[src/rtl/ex_core_ram_bist.sv]
// Single-port synchronous RAM with registered read, collision/range error pulse
// and a built-in March C- self-test engine (start/busy/done/fail handshake).
module ex_core_ram_bist #(
    parameter int DATA_W = 8,
    parameter int ADDR_W = 6,
    parameter int DEPTH  = 64
) (
    input  logic              CLK,
    input  logic              CoreIN_RESET,
    input  logic              CoreIN_RX,
    input  logic              CoreIN_TX,
    input  logic [ADDR_W-1:0] CoreIN_ADDR,
    input  logic [DATA_W-1:0] CoreIN_DIN,
    output logic [DATA_W-1:0] CoreIN_DOUT,
    output logic              CoreIN_DVALID,
    output logic              CoreIN_ERR,
    input  logic              BIST_START,
    input  logic              BIST_INJ,
    output logic              BIST_BUSY,
    output logic              BIST_DONE,
    output logic              BIST_FAIL,
    output logic [ADDR_W-1:0] BIST_FAIL_ADDR
);

    localparam logic [1:0] S_IDLE  = 2'd0;
    localparam logic [1:0] S_RUN   = 2'd1;
    localparam logic [1:0] S_FLUSH = 2'd2;
    localparam logic [1:0] S_DONE  = 2'd3;

    localparam logic [ADDR_W-1:0] LAST_ADDR = ADDR_W'(DEPTH - 1);
    localparam logic [ADDR_W:0]   DEPTH_V   = (ADDR_W + 1)'(DEPTH);

    logic [DATA_W-1:0] mem [DEPTH];

    logic [1:0]        state;
    logic [2:0]        elem;
    logic              phase;
    logic [ADDR_W-1:0] addr_cnt;
    logic              cmp_valid;
    logic [DATA_W-1:0] cmp_exp;
    logic [DATA_W-1:0] cmp_data;
    logic [ADDR_W-1:0] cmp_addr;

    logic              func_mode, in_range, f_wr, f_rd, f_err;
    logic              running, down, b_rd, b_wr, rd_bg, wr_bg, at_end, step_done;
    logic [DATA_W-1:0] b_wdata;

    always_comb begin
        func_mode = (state == S_IDLE) || (state == S_DONE);
        in_range  = {1'b0, CoreIN_ADDR} < DEPTH_V;
        f_wr      = func_mode && CoreIN_TX && !CoreIN_RX && in_range;
        f_rd      = func_mode && CoreIN_RX && !CoreIN_TX && in_range;
        f_err     = func_mode && ((CoreIN_RX && CoreIN_TX) ||
                                  ((CoreIN_RX || CoreIN_TX) && !in_range));

        // E0 is write-only, E5 read-only; E1..E4 alternate read then write per address
        running   = (state == S_RUN);
        down      = (elem == 3'd3) || (elem == 3'd4);
        b_rd      = running && (elem != 3'd0) && ((elem == 3'd5) || !phase);
        b_wr      = running && (elem != 3'd5) && ((elem == 3'd0) || phase);
        rd_bg     = (elem == 3'd2) || (elem == 3'd4);
        wr_bg     = (elem == 3'd1) || (elem == 3'd3);
        at_end    = down ? (addr_cnt == '0) : (addr_cnt == LAST_ADDR);
        step_done = (elem == 3'd0) || (elem == 3'd5) || phase;

        b_wdata = {DATA_W{wr_bg}};
        if (BIST_INJ && (addr_cnt == '0)) begin
            b_wdata[0] = 1'b0;
        end
    end

    always_ff @(posedge CLK) begin
        if (f_wr) begin
            mem[CoreIN_ADDR] <= CoreIN_DIN;
        end else if (b_wr) begin
            mem[addr_cnt] <= b_wdata;
        end
        if (b_rd) begin
            cmp_data <= mem[addr_cnt];
        end
    end

    always_ff @(posedge CLK) begin
        if (CoreIN_RESET) begin
            state          <= S_IDLE;
            elem           <= '0;
            phase          <= 1'b0;
            addr_cnt       <= '0;
            cmp_valid      <= 1'b0;
            cmp_exp        <= '0;
            cmp_addr       <= '0;
            CoreIN_DOUT    <= '0;
            CoreIN_DVALID  <= 1'b0;
            CoreIN_ERR     <= 1'b0;
            BIST_FAIL      <= 1'b0;
            BIST_FAIL_ADDR <= '0;
        end else begin
            CoreIN_DVALID <= f_rd;
            CoreIN_ERR    <= f_err;
            if (f_rd) begin
                CoreIN_DOUT <= mem[CoreIN_ADDR];
            end

            cmp_valid <= b_rd;
            if (b_rd) begin
                cmp_exp  <= {DATA_W{rd_bg}};
                cmp_addr <= addr_cnt;
            end
            if (cmp_valid && (cmp_data != cmp_exp)) begin
                BIST_FAIL <= 1'b1;
                if (!BIST_FAIL) begin
                    BIST_FAIL_ADDR <= cmp_addr;
                end
            end

            case (state)
                S_IDLE, S_DONE: begin
                    if (BIST_START) begin
                        state          <= S_RUN;
                        elem           <= '0;
                        phase          <= 1'b0;
                        addr_cnt       <= '0;
                        BIST_FAIL      <= 1'b0;
                        BIST_FAIL_ADDR <= '0;
                    end
                end
                S_RUN: begin
                    if (!step_done) begin
                        phase <= 1'b1;
                    end else begin
                        phase <= 1'b0;
                        if (!at_end) begin
                            addr_cnt <= down ? addr_cnt - ADDR_W'(1) : addr_cnt + ADDR_W'(1);
                        end else if (elem == 3'd5) begin
                            state <= S_FLUSH;
                        end else begin
                            // E3 and E4 start at the top; the others start at 0
                            elem     <= elem + 3'd1;
                            addr_cnt <= ((elem == 3'd2) || (elem == 3'd3)) ? LAST_ADDR : '0;
                        end
                    end
                end
                S_FLUSH: state <= S_DONE;
                default: state <= S_IDLE;
            endcase
        end
    end

    assign BIST_BUSY = (state == S_RUN) || (state == S_FLUSH);
    assign BIST_DONE = (state == S_DONE);

endmodule

[config.mk]
export PLATFORM = sky130hd
export DESIGN_NAME = ex_core_ram_bist
export DESIGN_NICKNAME = d
export VERILOG_FILES = /design/src/rtl/ex_core_ram_bist.sv
export SDC_FILE = /design/constraint.sdc
export NUM_CORES = 1
export LEC_CHECK = 0
export CAP_MARGIN = 30
export CORE_MARGIN = 10
export CORE_UTILIZATION = 40
export DETAILED_ROUTE_END_ITERATION = 6
export HOLD_SLACK_MARGIN = 0.06
export SLEW_MARGIN = 0
export SYNTH_ARGS = -nofsm -noshare
export SYNTH_HDL_FRONTEND = slang
export SYNTH_SLANG_ARGS = --single-unit
[constraint.sdc]
create_clock -name CLK -period 3.84 [get_ports CLK]
set_input_delay 0.384 -clock CLK [delete_from_list [all_inputs] [get_ports CLK]]
set_output_delay 0.384 -clock CLK [all_outputs]
set_load 0.1 [all_outputs]
ff_map.png
Drawn at 1.5 px/µm. Other sequential cells in the stronger grey, the rest of the logic in the fainter grey.
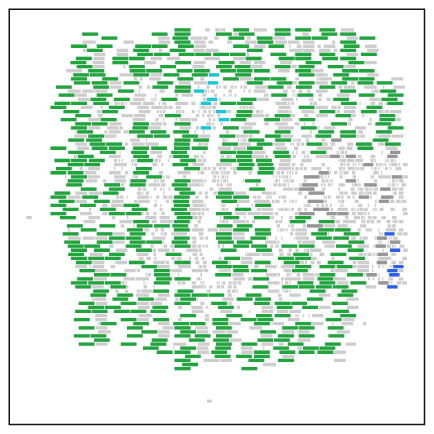
legend:
  cyan:
    name_in_the_netlist: CoreIN_DOUT
    flops: 8
    where: north
  blue:
    name_in_the_netlist: BIST_FAIL_ADDR
    flops: 6
  green:
    name_in_the_netlist: mem
    flops: 512
    where: spread over the die
not coloured: 31

closeup.png
Window x 125 to 150, y 125 to 150 µm. Cells in grey, sequential cells in the stronger grey; small squares are vias.
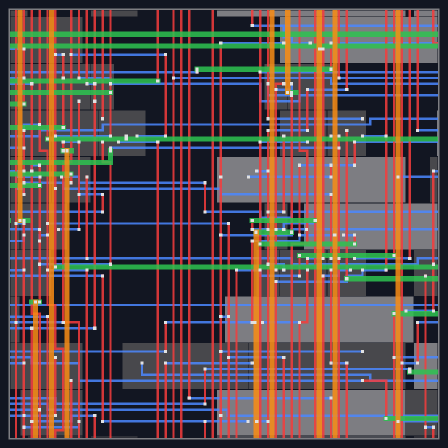
legend:
  orange:
    layer: M4
  red:
    layer: M2
  green:
    layer: M3
  blue:
    layer: M1
netlist names of flops here include: mem (5)
cells with their middle in the window: 26
sequential cells in the window: 5
most frequent: edfxtp_1 (5), nor2_1 (4), buf_4 (4)

m2.png
Drawn at 1.5 px/µm.
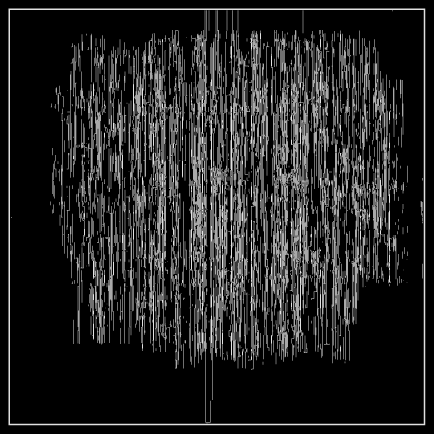
longest straight run: 85.3 µm
share of all routed wire: 46%
met2 Track Usage GR: 32.1%
wire length reported by the detailed router: 78.3 mm

congestion_map.png
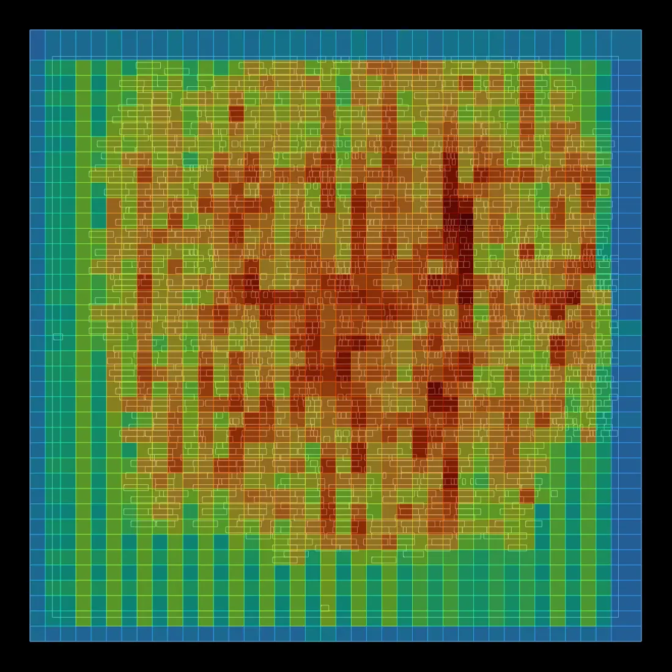
average wire per standard cell: 30.8 µm
aggregate global-route resource usage: 20.5%
met3 demand-to-capacity share in global routing: 5.02%
Final Core Density: 46.9%

==> notes.md <==
Yosys reported that registers with async set or reset make up 0%. Clock net sink count: 557. The final timing report lists a hold violation count of 0. The combinational group power is 3230 µW, and the part of the power in combinational logic is 19.6%.

The total global routing overflow came out at 0. The cell at the slowest stage of the critical path was sky130_fd_sc_hd__a31oi_1. Across the run, the number of max-cap violations was 0. Nets still carrying antenna violations after routing amount to 0. The core region is 0.0646 mm².

The design received a total of 855 well taps at floorplan. The timing report shows the most common cell along the critical path to be sky130_fd_sc_hd__buf_4. For reference, the most critical setup path is categorized as reg2reg. Net switching is 28.0% of the power. Hold repair after CTS inserted 0 buffers.

By area, the class that comes first in the final layout consists of registers. In this run the critical path is formed by inv_1 > ha_1 > a21boi_0 > o21ai_0 > nor2b_1 > buf_4 > nor4b_1 > a31oi_1 > nor2_1 > buf_4. Yosys printed 0 warnings.

The report lists the number of standard-cell rows as 93. Synthesis handed over a netlist of 1500 instances. The critical path arrival came out at 3.62 ns. Number of iterations in the first detailed-routing pass: 6. The root buffer cell chosen for the clock tree is sky130_fd_sc_hd__clkbuf_16.

The analysis attributes to net switching a power of 4620 µW. The starting DRC count in detailed routing was 1966; the multi-input combinational area share was 30.3%. The kind of start point of the critical path is a flip-flop. In this run, power in flip-flops and latches comes to 7490 µW.

For the count of pins on the block boundary, the log shows 39. Timing analysis after detailed placement gives a worst setup slack of 0.431 ns. The global router reports that the layer with the highest usage is met2. With the post-CTS setup buffer count at 0, the final cycle utilization of the critical path is 85.0%.

In the layout the tool counted multi-input logic cells amounting to 814. A synthesized cell averages 17.4 µm². The buffer share of cell area came out at 5.48%. For the internal power component, the log shows 11900 µW.

Per the final layout report, the fraction of cells sized above drive strength 1 comes to 30.1%. The flip-flop and latch count after synthesis came out at 557. Final critical delay including setup and external delays: 3.26 ns.

The leading register cell type out of synthesis was sky130_fd_sc_hd__edfxtp_1. The maximum fanout along the worst path came out at 13. The flow ran to the end, and the final reports show no timing, DRC or antenna violations. The run gives 4.20 ns as the required arrival time at the worst endpoint. According to the floorplan report, the die height is 276 µm.

Broken down by cell family, the worst path's largest delay share belongs to AND-OR/OR-AND gates. The area growth from synthesis to layout came out at 15.8%. TritonCTS built the clock tree.

The horizontal die dimension reported for this design is 276 µm. The logs give 0 for the number of antenna repair diodes and 1 for the initial antenna violation count. Per the layout report, the design carries 71 clock buffers.

The top logic cell by instance count in the layout was sky130_fd_sc_hd__edfxtp_1. The routed design uses 36.4 mm of met2 wire. Of all the cell area in the finished design, the clock network holds 6.40%. The layout has 5433 filler cells. From the final report, the count of setup violators was given as 0. For the headroom to the max-slew limit, the log shows 32.4%.

The run gives 0 ns for the final setup TNS. With the number of nets in the finished design at 1670, the flop-to-flop setup slack is 0.58 ns. Counting along the longest clock path gives a buffer depth of 3.

Summed over all nets, wire length on met3 after detailed routing comes to 8.06 mm. In the final layout, flip-flops and latches take up 54.0% of the cell area. The post-route report lists met1 wire length as 31.1 mm. The analysis reports a worst IR drop on VDD of 0.000277 V. The number of standard cells reported by yosys came out at 1500.

With the number of synthesized flops with an enable pin at 520, the synthesis area per yosys is 0.0262 mm². Leaving out the clock tree, the finished layout contains an inverter count of 21. The maximum cell stage delay along the critical path came out at 0.73 ns.

The layout report lists the multi-input gate area as 0.00919 mm². Per report_power, the top consumer among the power groups is registers. The power report puts the leakage power at 0.00952 µW. The register clock-pin slew on the reported worst setup and hold paths is 0.06 ns.

Looking at the power breakdown, the clock network takes 35.0% of the total. For the worst-skew pair, the clock arrives at the later sink with an insertion delay of 0.63 ns. Post-CTS repair ended up resizing 0 cells. On met1, the global router reports a usage of 27.8%. STA classifies the critical path endpoint as a flip-flop. Non-clock buffers in the final layout number 185.

Routed signal wires occupy layers up through met5. The logs give 16.0k for the via count of the first global-routing pass and 0 for the count of unresolved DRC violations after routing. The timing report notes that buffer and inverter cells on the critical path total 3. Per the detail_route report, the via count comes to 15.8k. Entering global routing, the biggest net connects 76 pins. Summing every instance area after synthesis gives 0.0262 mm².

HPWL after detailed placement: 52.9 mm. In the final run the clock tree shows a worst skew of 0.0266 ns. The run gives 0.576 ns for the worst-case setup margin in the final layout. Number of OpenROAD warnings: 31. In the routed layout, each cell is associated on average with a via count of 6.23. The class of the tightest hold or removal check was in2reg. TritonCTS created 58 clock buffers. Of the synthesized area, sequential elements account for 62.5%. With the power per standard cell area at 545 mW/mm², the total number of H-tree levels is 2.

The run gives 38 for the quantity of I/O buffers inserted on ports. Ranking logic cells in the layout by count gives the top entries sky130_fd_sc_hd__edfxtp_1, sky130_fd_sc_hd__mux4_2, sky130_fd_sc_hd__buf_4, sky130_fd_sc_hd__nor2_1, sky130_fd_sc_hd__nand2_1. The count of final max-slew check failures is 0, and the transition time at the pin with the least slew margin is 1.01 ns.

In this run, distinct cell masters in the synthesized netlist total 68. RePlAce ended its routability-driven mode at a weighted congestion of 0.884. Setup repair after global routing left no endpoint under its margin. The fraction of the core area occupied by cells at floorplan is 40.5%, and the area enclosed by the die boundary is 0.0761 mm². The combined flip-flop and latch cell area came out at 0.0164 mm². The post-synth net total came out at 1533.

The tools report the maximum frequency from static timing analysis as 0.306 GHz. On the final layout, the worst hold slack is 0.382 ns. The power consumed by the clock network was 5780 µW.

The flow reports that sequential cells draw 45.4% of the design power. The global-route wire length before repair came out at 113 mm. The sequential cell count came out at 557.
-- cells in the mapped netlist, types with 7 or more instances --
master                       n  area share [%]
sky130_fd_sc_hd__nand3b_1    8            0.23
sky130_fd_sc_hd__nand2_1    64            0.92
sky130_fd_sc_hd__a221oi_1   19            0.64
sky130_fd_sc_hd__a31oi_1    13            0.31
sky130_fd_sc_hd__buf_2      30            0.57
sky130_fd_sc_hd__nor2_1    101             1.4
sky130_fd_sc_hd__o21a_1      7            0.20
sky130_fd_sc_hd__mux4_2    240              21
sky130_fd_sc_hd__nor3b_1     8            0.23
sky130_fd_sc_hd__a22oi_1    29            0.83
sky130_fd_sc_hd__clkbuf_1   47            0.67
sky130_fd_sc_hd__o22ai_1    15            0.36
sky130_fd_sc_hd__nand2b_1    7            0.17
sky130_fd_sc_hd__nor3_1     22            0.42
sky130_fd_sc_hd__a211o_1     7            0.23
sky130_fd_sc_hd__edfxtp_1  520              60
sky130_fd_sc_hd__a211oi_1   10            0.29
sky130_fd_sc_hd__buf_4      16            0.46
sky130_fd_sc_hd__a22o_1     15            0.50
sky130_fd_sc_hd__o21ai_0    15            0.29
sky130_fd_sc_hd__inv_1      19            0.27
sky130_fd_sc_hd__buf_6       7            0.30
sky130_fd_sc_hd__nand3_1    15            0.29
sky130_fd_sc_hd__a21oi_1    44            0.84
sky130_fd_sc_hd__dfxtp_1    37             2.8
sky130_fd_sc_hd__mux2i_1    62             2.4
sky130_fd_sc_hd__o221ai_1   10            0.33
sky130_fd_sc_hd__mux2_2      9            0.39
sky130_fd_sc_hd__buf_1       7            0.10
sky130_fd_sc_hd__nor2b_1    12            0.29
sky130_fd_sc_hd__ha_1       12            0.57
-- logic make-up after synthesis --
kind of cell / count (synthesis) / share of synthesized area, %
muxes: 312 / 23.5
xor gates and xnor gates: 4 / 0.134
buffers and inverters: 129 / 2.43
AOI/OAI and AO/OA: 223 / 6.10
adders and majority gates: 13 / 0.650
DFF: 557 / 62.5
and+or+nand+nor: 262 / 4.72
-- worst paths after layout --
path | from | to | depth (start not counted)
setup / recovery | elem[1] | mem[38][2] | 10
hold reg to reg | cmp_addr[5] | cmp_addr[5] | 2
hold / removal | CoreIN_RX | CoreIN_ERR | 3
setup reg to reg | elem[1] | mem[38][2] | 10
-- worst reg2reg max path, delay by kind of cell, from the launching register on --
family                     cells  cell delay [ns]
and+or+nand+nor                3             0.52
AOI/OAI and AO/OA              3             1.26
adders and majority gates      1             0.22
DFF                            1             0.38
buffers and inverters          3             0.60
-- through the flow --
| stage | power, µW | area (µm²) | utilization (%) | instances |
|---|---|---|---|---|
| detailed placement | 10800 | 28400 | 43.9 | 2431 |
| CTS | 16600 | 30300 | 46.9 | 2539 |
| global placement | 10800 | 28300 | 43.9 | 2430 |
| finish | 16500 | 30300 | 46.9 | 2540 |
| floorplan | 9460 | 26200 | - | 1500 |
| global route | 17000 | 30300 | 46.9 | 2540 |
-- registers in the layout, indices dropped and copies added (netlist names) --
signal	cells
phase	1
cmp_exp	1
BIST_FAIL	1
BIST_FAIL_ADDR	6
CoreIN_DOUT	8
addr_cnt	6
state	2
CoreIN_ERR	1
elem	3
mem	512
cmp_addr	6
CoreIN_DVALID	1
cmp_valid	1
cmp_data	8
Power and IR drop assume default switching activity.
